## config.mk

```make
export PLATFORM = sky130hd
export DESIGN_NAME = uart_tx_engine
export DESIGN_NICKNAME = d
export VERILOG_FILES = /design/src/rtl/uart_defines_pkg.sv /design/src/rtl/uart_tx_fifo.sv /design/src/rtl/uart_tx_engine.sv
export SDC_FILE = /design/constraint.sdc
export NUM_CORES = 1
export LEC_CHECK = 0
export ABC_AREA = 1
export ABC_CLOCK_PERIOD_IN_PS = 4150
export CORE_AREA = 2 2 142 144
export CTS_BUF_LIST = sky130_fd_sc_hd__clkbuf_8 sky130_fd_sc_hd__clkbuf_16
export CTS_CLUSTER_DIAMETER = 200
export DETAILED_ROUTE_END_ITERATION = 7
export DIE_AREA = 0 0 144 146
export GPL_TIMING_DRIVEN = 0
export SKIP_CTS_REPAIR_TIMING = 1
export SYNTH_ARGS = -nofsm -noshare
export SYNTH_HDL_FRONTEND = slang
export SYNTH_SLANG_ARGS = --single-unit
```

## constraint.sdc

```tcl
create_clock -name clk -period 4.15 [get_ports clk]
set_input_delay 0.83 -clock clk [delete_from_list [all_inputs] [get_ports clk]]
set_output_delay 0.83 -clock clk [all_outputs]
set_load 0.01 [all_outputs]
```

## src/rtl/uart_defines_pkg.sv

```systemverilog
// Shared UART transmit definitions: LCR bit indices, serializer state encodings,
// FIFO depth default and stop-bit tick counts.
package uart_defines_pkg;

    localparam int TF_DEPTH_DEFAULT   = 16;
    localparam int TF_COUNT_W_DEFAULT = 5;

    localparam int UART_LC_SB = 2;
    localparam int UART_LC_PE = 3;
    localparam int UART_LC_EP = 4;
    localparam int UART_LC_SP = 5;
    localparam int UART_LC_BC = 6;

    localparam int STOP_TICKS_1  = 16;
    localparam int STOP_TICKS_15 = 24;
    localparam int STOP_TICKS_2  = 32;

    typedef enum logic [2:0] {
        s_idle   = 3'd0,
        s_start  = 3'd1,
        s_data   = 3'd2,
        s_parity = 3'd3,
        s_stop   = 3'd4
    } tx_state_t;

    // Down-counter preload for the stop phase (ticks minus one)
    function automatic logic [4:0] stop_load(input logic [7:0] lcr);
        if (!lcr[UART_LC_SB])
            return 5'(STOP_TICKS_1 - 1);
        else if (lcr[1:0] == 2'b00)
            return 5'(STOP_TICKS_15 - 1);
        else
            return 5'(STOP_TICKS_2 - 1);
    endfunction

endpackage

```

## src/rtl/uart_tx_fifo.sv

```systemverilog
// Transmit FIFO: 8-bit entries, push/pop/flush, occupancy count.
// Pushes into a full FIFO are dropped unless a pop occurs on the same clock.
module uart_tx_fifo
    import uart_defines_pkg::*;
#(
    parameter int DEPTH   = TF_DEPTH_DEFAULT,
    parameter int COUNT_W = TF_COUNT_W_DEFAULT
) (
    input  logic               clk,
    input  logic               wb_rst_i,
    input  logic               push,
    input  logic               pop,
    input  logic               flush,
    input  logic [7:0]         din,
    output logic [7:0]         dout,
    output logic [COUNT_W-1:0] count
);

    localparam int PTR_W = $clog2(DEPTH);

    logic [7:0]       mem [DEPTH];
    logic [PTR_W-1:0] wr_ptr;
    logic [PTR_W-1:0] rd_ptr;
    logic             push_ok;
    logic             pop_ok;

    assign pop_ok  = pop && (count != '0);
    assign push_ok = push && !flush && ((count != COUNT_W'(DEPTH)) || pop_ok);
    assign dout    = mem[rd_ptr];

    always_ff @(posedge clk) begin
        if (push_ok)
            mem[wr_ptr] <= din;
    end

    always_ff @(posedge clk or posedge wb_rst_i) begin
        if (wb_rst_i) begin
            wr_ptr <= '0;
            rd_ptr <= '0;
            count  <= '0;
        end else if (flush) begin
            wr_ptr <= '0;
            rd_ptr <= '0;
            count  <= '0;
        end else begin
            if (push_ok)
                wr_ptr <= wr_ptr + 1'b1;
            if (pop_ok)
                rd_ptr <= rd_ptr + 1'b1;
            case ({push_ok, pop_ok})
                2'b10:   count <= count + 1'b1;
                2'b01:   count <= count - 1'b1;
                default: count <= count;
            endcase
        end
    end

endmodule

```

## src/rtl/uart_tx_engine.sv

```systemverilog
// UART transmit engine: TX FIFO plus start/data/parity/stop serializer paced by a 16x tick.
// Build option UART_TX_BREAK_EN enables lcr[6] break forcing on stx_pad_o.
module uart_tx_engine
    import uart_defines_pkg::*;
#(
    parameter int TF_DEPTH   = TF_DEPTH_DEFAULT,
    parameter int TF_COUNT_W = TF_COUNT_W_DEFAULT
) (
    input  logic                  clk,
    input  logic                  wb_rst_i,
    input  logic                  enable,
    input  logic [7:0]            lcr,
    input  logic                  tf_push,
    input  logic [7:0]            wb_dat_i,
    input  logic                  tx_reset,
    output logic                  stx_pad_o,
    output logic [TF_COUNT_W-1:0] tf_count,
    output logic                  thre,
    output logic                  temt,
    output logic [2:0]            tstate
);

    tx_state_t  state;
    logic [4:0] cnt16;
    logic [2:0] bitcnt;
    logic [7:0] shift;
    logic [7:0] tx_data;
    logic       stx_r;
    logic       tf_pop;
    logic [7:0] fifo_dout;
    logic [7:0] data_mask;
    logic       parity_bit;

    uart_tx_fifo #(
        .DEPTH   (TF_DEPTH),
        .COUNT_W (TF_COUNT_W)
    ) u_fifo (
        .clk      (clk),
        .wb_rst_i (wb_rst_i),
        .push     (tf_push),
        .pop      (tf_pop),
        .flush    (tx_reset),
        .din      (wb_dat_i),
        .dout     (fifo_dout),
        .count    (tf_count)
    );

    always_comb begin
        case (lcr[1:0])
            2'b00:   data_mask = 8'h1F;
            2'b01:   data_mask = 8'h3F;
            2'b10:   data_mask = 8'h7F;
            default: data_mask = 8'hFF;
        endcase
    end

    assign parity_bit = lcr[UART_LC_SP] ? ~lcr[UART_LC_EP]
                      : (lcr[UART_LC_EP] ? ^(tx_data & data_mask) : ~^(tx_data & data_mask));

    // The stop phase's last tick pops directly so back-to-back frames have no idle gap
    assign tf_pop = enable && (tf_count != '0) &&
                    ((state == s_idle) || ((state == s_stop) && (cnt16 == 5'd0)));

    always_ff @(posedge clk or posedge wb_rst_i) begin
        if (wb_rst_i) begin
            state   <= s_idle;
            cnt16   <= 5'd0;
            bitcnt  <= 3'd0;
            shift   <= 8'h00;
            tx_data <= 8'h00;
            stx_r   <= 1'b1;
        end else if (enable) begin
            case (state)
                s_idle: begin
                    stx_r <= 1'b1;
                    if (tf_pop) begin
                        shift   <= fifo_dout;
                        tx_data <= fifo_dout;
                        cnt16   <= 5'd15;
                        stx_r   <= 1'b0;
                        state   <= s_start;
                    end
                end
                s_start: begin
                    if (cnt16 == 5'd0) begin
                        state  <= s_data;
                        stx_r  <= shift[0];
                        cnt16  <= 5'd15;
                        bitcnt <= 3'd4 + {1'b0, lcr[1:0]};
                    end else begin
                        cnt16 <= cnt16 - 1'b1;
                    end
                end
                s_data: begin
                    if (cnt16 == 5'd0) begin
                        cnt16 <= 5'd15;
                        if (bitcnt == 3'd0) begin
                            if (lcr[UART_LC_PE]) begin
                                state <= s_parity;
                                stx_r <= parity_bit;
                            end else begin
                                state <= s_stop;
                                stx_r <= 1'b1;
                                cnt16 <= stop_load(lcr);
                            end
                        end else begin
                            shift  <= {1'b0, shift[7:1]};
                            stx_r  <= shift[1];
                            bitcnt <= bitcnt - 1'b1;
                        end
                    end else begin
                        cnt16 <= cnt16 - 1'b1;
                    end
                end
                s_parity: begin
                    if (cnt16 == 5'd0) begin
                        state <= s_stop;
                        stx_r <= 1'b1;
                        cnt16 <= stop_load(lcr);
                    end else begin
                        cnt16 <= cnt16 - 1'b1;
                    end
                end
                s_stop: begin
                    if (cnt16 == 5'd0) begin
                        if (tf_pop) begin
                            shift   <= fifo_dout;
                            tx_data <= fifo_dout;
                            cnt16   <= 5'd15;
                            stx_r   <= 1'b0;
                            state   <= s_start;
                        end else begin
                            state <= s_idle;
                            stx_r <= 1'b1;
                        end
                    end else begin
                        cnt16 <= cnt16 - 1'b1;
                    end
                end
                default: begin
                    state <= s_idle;
                    stx_r <= 1'b1;
                end
            endcase
        end
    end

    assign thre   = (tf_count == '0);
    assign temt   = thre && (state == s_idle);
    assign tstate = state;

`ifdef UART_TX_BREAK_EN
    assign stx_pad_o = stx_r & ~lcr[UART_LC_BC];
`else
    assign stx_pad_o = stx_r;
`endif

endmodule

```

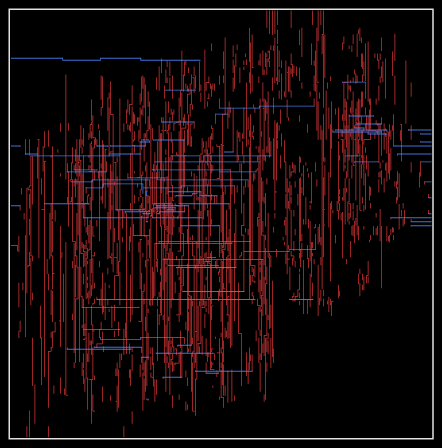
Fig. 1. Wiring by layer (run 1).
Only two layers are drawn.
layer	color	wire length
met2	red	8,610 um
met3	blue	1,190 um
aggregate routed wire length: 18,390 um
GRT Util Overall: 18.24%

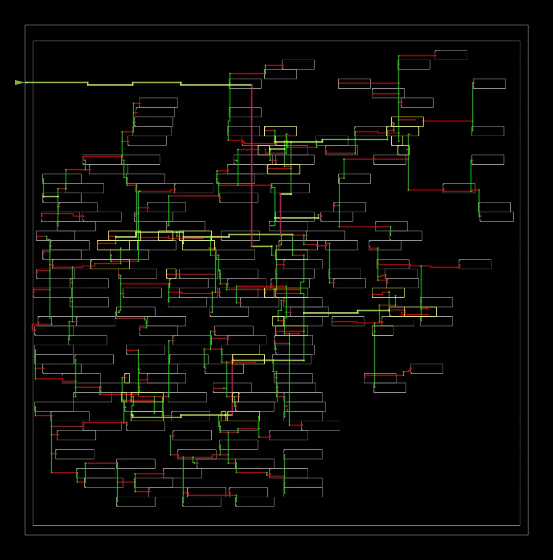
Fig. 2. Clock wiring as the flow saved it (run 1).
clock latency reported for the late side of the worst-skew pair: 0.42 ns
seq_cells: 169

==> metrics.yaml, run 1 <==
synth:
  synth_async_sr_flop_share_pct: 24.26
  yosys.stat.chipArea_um2: 7647
  top_cell: "sky130_fd_sc_hd__edfxtp_1"
  syn_area_per_cell_um2: 10.77
  yosys_most_used_dff: "sky130_fd_sc_hd__edfxtp_1"
  synth.cellmix.simpleShare_pct: 16.23
  yosys.stat.seqShare_pct: 63.69
  yosys.area_share.adder_pct: 2.225
  share_of_cell_area_taken_by_muxes_after_synthesis_pct: 0
  synth-cells-yosys: 710
  netlist_top_cells_count: "sky130_fd_sc_hd__edfxtp_1 (128), sky130_fd_sc_hd__nor2_1 (119), sky130_fd_sc_hd__nand2_1 (88), sky130_fd_sc_hd__o21ai_0 (82), sky130_fd_sc_hd__inv_1 (44)"
  netlist.area_leader.share_pct: 50.26
  yosys_warnings: 0
worst_setup_path:
  timing.reg2reg.setup_slack_ns: 1.47
  timing.critical_path.slowest_cell_delay_ns: 0.75
  critPathCaptureType: "register"
  critPathSlowestCell: "sky130_fd_sc_hd__nor2_1"
  rr_startpoint: "cnt16[0]$_DFFE_PP0P_"
  critical_path.startpoint_type: "input pin"
  r2r_end: "u_fifo.mem[5][6]$_DFFE_PP_"
  timing.critical_path.depth: 6
  critPathKind: "input pin to register"
clock_network:
  path_clk_slew_ns: 0.07
  clock_path_buffers: 2
  numCtsBuffers: 17
final_timing:
  fmaxAchievable_mhz: 324.2
  timing.hold.ws_ns: 0.4984
  timing.final.ws_setup_ns: 1.066
  setup_tns_after_final_layout_ns: 0
  max_slew_margin_pct: 34.31
placed_design:
  gp_congestion: 0.8485
  placement.cell_area_um2: 8289
  detailed_place_hpwl_um: 12320
  place_worst_setup_slack_ns: 0.6038
final_layout:
  finalNetCount: 793
  most-common-layout-cells: "sky130_fd_sc_hd__edfxtp_1 (128), sky130_fd_sc_hd__nor2_1 (119), sky130_fd_sc_hd__nand2_1 (88)"
  insertedDiodeCount: 0
  final_layout_top_logic_cell: "sky130_fd_sc_hd__edfxtp_1"
  nonClockBufferCount: 58
  top_cell_class_by_occupied_area: "registers"
  num-fill-cells: 1793
  areaGrowthSynthToFinish_pct: 15.84
  top_regs: "u_fifo.mem: 128 flops, shift: 8 flops, tx_data: 8 flops"
worst_hold_path:
  min-delay-path-class: "register to register"
  hold-path-endpoint: "shift[7]$_DFFE_PP0P_"
detailed_routing:
  avgViaCountPerCell: 5.246
  initialDrtViolationCount: 370
  top_signal_layer_used: "met4"
  met1_length_um: 8384
  first_pass_iters: 5
grt:
  top_usage_layer: "met2"
  grt_util_met2_pct: 28.64
status:
  status: "finished clean"
floorplanning:
  floorplan.die.height_um: 146
  io-pin-count: 32
  chip_area_um2: 21020
power:
  clk-power_mw: 1.54
  peakVddDrop_v: 0.0003134
  powerDensity_nw_per_um2: 626.6
  power.combinational.fraction_pct: 33.4
  relative_contribution_of_sequential_cells_to_total_power_pct: 38.8
run:
  drv_cap: 0
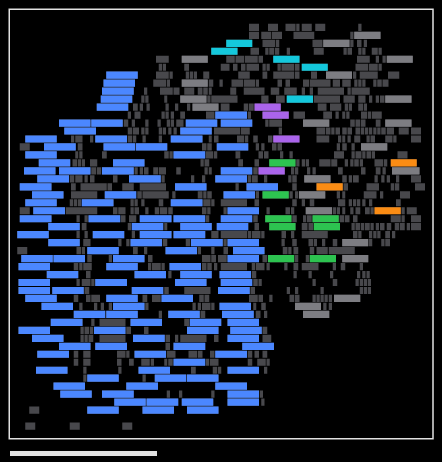
Fig. 3. Where the registers sit (run 1).
Bar = 50 um.
name in the netlist	color	placed flops
bitcnt	orange	3
u_fifo.mem	blue	128
shift	green	8
u_fifo.rd_ptr	purple	4
u_fifo.count	cyan	5
not colored	21
share of the core filled with cells: 45.82%
Register Area: 4871 um2
Seq area share: 54.99%
Flop+latch power: 2.15 mW

==> inputs of run 2 (changes only) <==
--- a/config.mk
+++ b/config.mk
@@ -6,7 +6,7 @@
 export NUM_CORES = 1
 export LEC_CHECK = 0
 export ABC_AREA = 1
-export ABC_CLOCK_PERIOD_IN_PS = 4150
+export ABC_CLOCK_PERIOD_IN_PS = 2790
 export CORE_AREA = 2 2 142 144
 export CTS_BUF_LIST = sky130_fd_sc_hd__clkbuf_8 sky130_fd_sc_hd__clkbuf_16
 export CTS_CLUSTER_DIAMETER = 200
==> constraint.sdc (replaced) <==
create_clock -name clk -period 2.79 [get_ports clk]
set_input_delay 0.558 -clock clk [delete_from_list [all_inputs] [get_ports clk]]
set_output_delay 0.558 -clock clk [all_outputs]
set_load 0.01 [all_outputs]
==> metrics.yaml, run 2 <==
final_timing:
  max_slew_margin_pct: 36.34
  timing.hold.ws_ns: 0.3470
  timing.final.ws_setup_ns: -0.03483
  setup_tns_after_final_layout_ns: -0.2568
  finalSetupViolations: 8
status:
  violations_in_the_final_reports: "setup timing"
  status: "finished with violations"
final_layout:
  areaGrowthSynthToFinish_pct: 16.33
  top_regs: "u_fifo.mem: 128 flops, shift: 8 flops, tx_data: 8 flops"
  top_cell_class_by_occupied_area: "registers"
  insertedDiodeCount: 0
  num-fill-cells: 1793
  final_layout_top_logic_cell: "sky130_fd_sc_hd__edfxtp_1"
  numSequentialCells: 169
  nonClockBufferCount: 58
  finalNetCount: 793
placed_design:
  detailed_place_hpwl_um: 12320
  place_worst_setup_slack_ns: -0.4842
  placement.cell_area_um2: 8289
synth:
  yosys.area_share.adder_pct: 2.225
  top_cell: "sky130_fd_sc_hd__edfxtp_1"
  netlist.area_leader.share_pct: 50.26
  yosys_most_used_dff: "sky130_fd_sc_hd__edfxtp_1"
  yosys.stat.chipArea_um2: 7647
  yosys.stat.seqShare_pct: 63.69
  synth-cells-yosys: 710
  syn_area_per_cell_um2: 10.77
  share_of_cell_area_taken_by_muxes_after_synthesis_pct: 0
  synth.cellmix.simpleShare_pct: 16.23
  synth_async_sr_flop_share_pct: 24.26
power:
  power.combinational.fraction_pct: 33.4
  relative_contribution_of_sequential_cells_to_total_power_pct: 38.8
  clk-power_mw: 2.30
  powerDensity_nw_per_um2: 929.6
  peakVddDrop_v: 0.0004711
floorplanning:
  io-pin-count: 32
  floorplan.die.height_um: 146
  chip_area_um2: 21020
detailed_routing:
  top_signal_layer_used: "met4"
  route.final.wire_length_um: 18350
  met1_length_um: 8422
  avgViaCountPerCell: 5.253
  first_pass_iters: 5
clock_network:
  path_clk_slew_ns: 0.06
  clock_path_buffers: 2
  numCtsBuffers: 17
worst_setup_path:
  critPathKind: "input pin to register"
  critPathSlowestCell: "sky130_fd_sc_hd__nor2_1"
  rr_startpoint: "cnt16[0]$_DFFE_PP0P_"
  timing.critical_path.slowest_cell_delay_ns: 0.75
  critPathCaptureType: "register"
  timing.reg2reg.setup_slack_ns: 0.11
  r2r_end: "u_fifo.mem[14][3]$_DFFE_PP_"
grt:
  grt_pass1_vias: 5116
  grt_util_met2_pct: 28.64
worst_hold_path:
  min-delay-path-class: "input pin to async pin"
run:
  drv_cap: 0
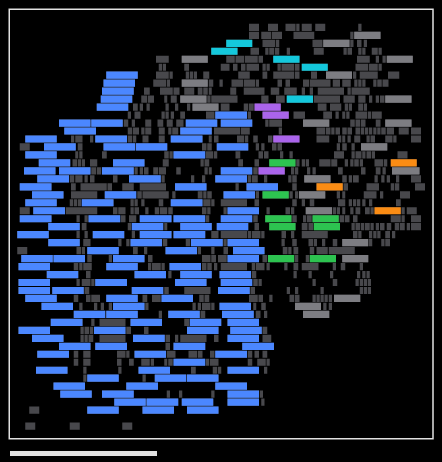
Fig. 4. Where the registers sit (run 2).
Bar = 50 um.
name in the netlist	color	placed flops
shift	green	8
u_fifo.rd_ptr	purple	4
u_fifo.count	cyan	5
bitcnt	orange	3
u_fifo.mem	blue	128
not colored	21
share of the core filled with cells: 46.01%
Flop+latch power: 3.21 mW
Seq area share: 54.75%

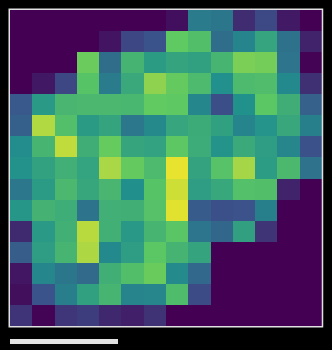
Fig. 5. Placement density heat map (run 2).
Bar = 50 um. The die is cut into 14 by 15 equal tiles; dark purple is low, yellow is high, 0 to 100% covered.
tiles over 75% full	9.0%
fullest tile	97%
nearly empty tiles	21%
emptiest ninth of the die	south-east
mean over tiles	41%
core region area: 19,330 um2
initial core utilization: 39.55%

==> inputs of run 3 (changes only) <==
--- a/config.mk
+++ b/config.mk
@@ -7,12 +7,13 @@
 export LEC_CHECK = 0
 export ABC_AREA = 1
 export ABC_CLOCK_PERIOD_IN_PS = 2790
-export CORE_AREA = 2 2 142 144
+export CORE_AREA = 2 2 121 123
 export CTS_BUF_LIST = sky130_fd_sc_hd__clkbuf_8 sky130_fd_sc_hd__clkbuf_16
 export CTS_CLUSTER_DIAMETER = 200
 export DETAILED_ROUTE_END_ITERATION = 7
-export DIE_AREA = 0 0 144 146
+export DIE_AREA = 0 0 123 125
 export GPL_TIMING_DRIVEN = 0
+export PLACE_DENSITY = 0.8
 export SKIP_CTS_REPAIR_TIMING = 1
 export SYNTH_ARGS = -nofsm -noshare
 export SYNTH_HDL_FRONTEND = slang
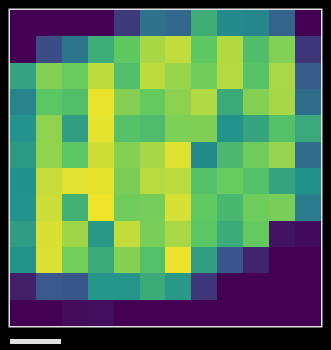
Fig. 6. Placement density heat map (run 3).
Bar = 20 um. The die is cut into 12 by 12 equal tiles; dark purple is low, yellow is high, 0 to 100% covered.
core region area: 14,200 um2
share of the core filled with cells: 61.65%
initial core utilization: 53.84%

==> metrics.yaml, run 3 <==
power:
  powerSeq_mw: 3.21
  powerDensity_nw_per_um2: 936.4
  power.combinational.fraction_pct: 34.7
  clk-power_mw: 2.14
  top_power_group: "registers"
  power.switching_fraction_pct: 37.66
  peakVddDrop_v: 0.0006568
  relative_contribution_of_sequential_cells_to_total_power_pct: 39.2
synth:
  synth.logic.top_family: "simple AND/OR/NAND/NOR gates"
  syn_area_per_cell_um2: 10.77
  yosys.stat.chipArea_um2: 7647
  post-synth-top-area-cell: "sky130_fd_sc_hd__edfxtp_1"
  yosys.area_share.adder_pct: 2.225
  top_cell: "sky130_fd_sc_hd__edfxtp_1"
  yosys.area_share.aoi_pct: 12.84
  synth_async_sr_flop_share_pct: 24.26
  yosys_most_used_dff: "sky130_fd_sc_hd__edfxtp_1"
  netlist.area_leader.share_pct: 50.26
  yosys.stat.seqShare_pct: 63.69
  share_of_cell_area_taken_by_muxes_after_synthesis_pct: 0
  synth.top_cells.by_area: "sky130_fd_sc_hd__edfxtp_1 (50%), sky130_fd_sc_hd__dfrtp_1 (13%), sky130_fd_sc_hd__nor2_1 (5.8%), sky130_fd_sc_hd__o21ai_0 (5.4%), sky130_fd_sc_hd__nand2_1 (4.3%)"
  ys_seq_elements: 169
  synth.cellmix.simpleShare_pct: 16.23
  post_synth_num_cell_types: 45
  netlist_top_cells_count: "sky130_fd_sc_hd__edfxtp_1 (128), sky130_fd_sc_hd__nor2_1 (119), sky130_fd_sc_hd__nand2_1 (88), sky130_fd_sc_hd__o21ai_0 (82), sky130_fd_sc_hd__inv_1 (44)"
  synth-cells-yosys: 710
  yosys_warnings: 0
detailed_routing:
  initialDrtViolationCount: 609
  met3RoutedLength_um: 1711
  top_signal_layer_used: "met4"
  first_pass_iters: 6
  met1_length_um: 7021
  avgViaCountPerCell: 5.959
final_layout:
  top_cell_class_by_occupied_area: "registers"
  nonClockBufferCount: 60
  insertedDiodeCount: 0
  layout.non_clock_inverters: 55
  most-common-layout-cells: "sky130_fd_sc_hd__edfxtp_1 (128), sky130_fd_sc_hd__nor2_1 (105), sky130_fd_sc_hd__nand2_1 (88)"
  top_regs: "u_fifo.mem: 128 flops, shift: 8 flops, tx_data: 8 flops"
  sequential_cell_area_um2: 4871
  num-fill-cells: 1099
  buf_share_pct: 5.001
  seq_share_pct: 55.63
  finalNetCount: 795
  numSequentialCells: 169
  largest_register_ffs: 128
  final_layout_top_logic_cell: "sky130_fd_sc_hd__edfxtp_1"
  areaGrowthSynthToFinish_pct: 14.50
worst_hold_path:
  hold-path-endpoint: "bitcnt[2]$_DFFE_PP0P_"
  min-delay-path-class: "register to register"
clock_network:
  numCtsBuffers: 17
  path_clk_slew_ns: 0.06
  clock.latency.late_pin_ns: 0.44
  clock_path_buffers: 2
placed_design:
  detailed_place_hpwl_um: 12030
  dp.cells: 923
  placement.cell_area_um2: 8168
  gp_congestion: 0.8895
  place_worst_setup_slack_ns: -0.3904
floorplanning:
  io-pin-count: 32
  tapCellCount: 184
  floorplan.die.height_um: 125
  chip_area_um2: 15380
grt:
  grt_pass1_vias: 5577
  top_usage_layer: "met2"
  grt_util_met2_pct: 39.65
final_timing:
  timing.hold.ws_ns: 0.4998
  fmaxAchievable_mhz: 361.5
  finalSetupViolations: 0
  max_slew_margin_pct: 39.47
  setup_tns_after_final_layout_ns: 0
  timing.final.ws_setup_ns: 0.02345
worst_setup_path:
  r2r_end: "u_fifo.mem[12][5]$_DFFE_PP_"
  critical_path.startpoint_type: "input pin"
  critPathKind: "input pin to register"
  critical_path.n_buffers_inverters: 2
  critPathSlowestCell: "sky130_fd_sc_hd__nor2_1"
  timing.reg2reg.setup_slack_ns: 0.10
  worst_setup_path_endpoint: "u_fifo.mem[12][5]$_DFFE_PP_"
  critical-path-top-cell-by-count: "sky130_fd_sc_hd__nor2_1"
  timing.critical_path.depth: 6
  critPathCaptureType: "register"
  rr_startpoint: "cnt16[0]$_DFFE_PP0P_"
  timing.critical_path.slowest_cell_delay_ns: 0.73
run:
  drv_cap: 0
status:
  status: "finished clean"
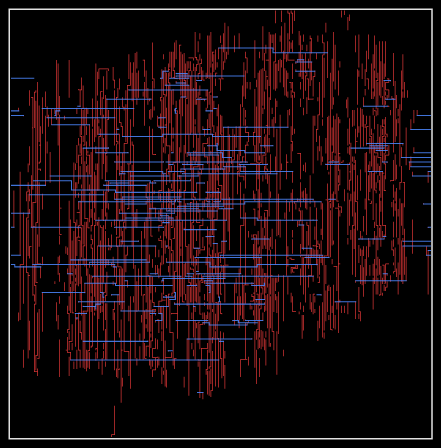
Fig. 7. Wiring by layer (run 3).
Only two layers are drawn.
per-cell routed wire length: 18.99 um
vias post-DR: 5,709
aggregate routed wire length: 18,190 um
GRT Util Overall: 24.73%


==> layout pictures side by side <==
Wire density map.
Plate I
The die is cut into 25 by 25 equal tiles; dark purple is low, yellow is high, scaled to the fullest tile. Values are wire area over tile area, all layers added.
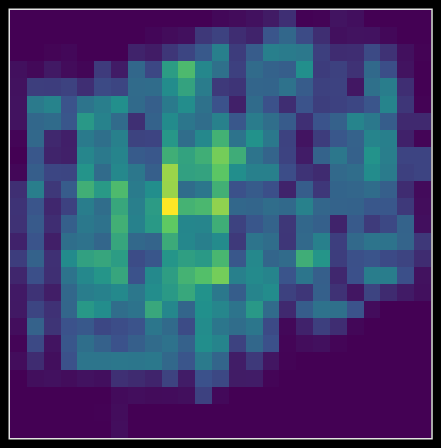
Plate II
The die is cut into 29 by 29 equal tiles; dark purple is low, yellow is high, scaled to the fullest tile. Values are wire area over tile area, all layers added.
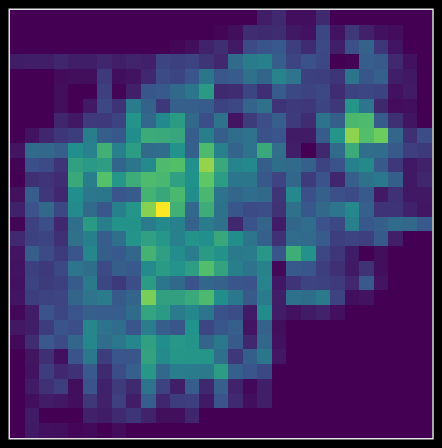
run 3: Plate I
run 1: Plate II

No activity file was given, so power comes from the tool's default toggle rates.
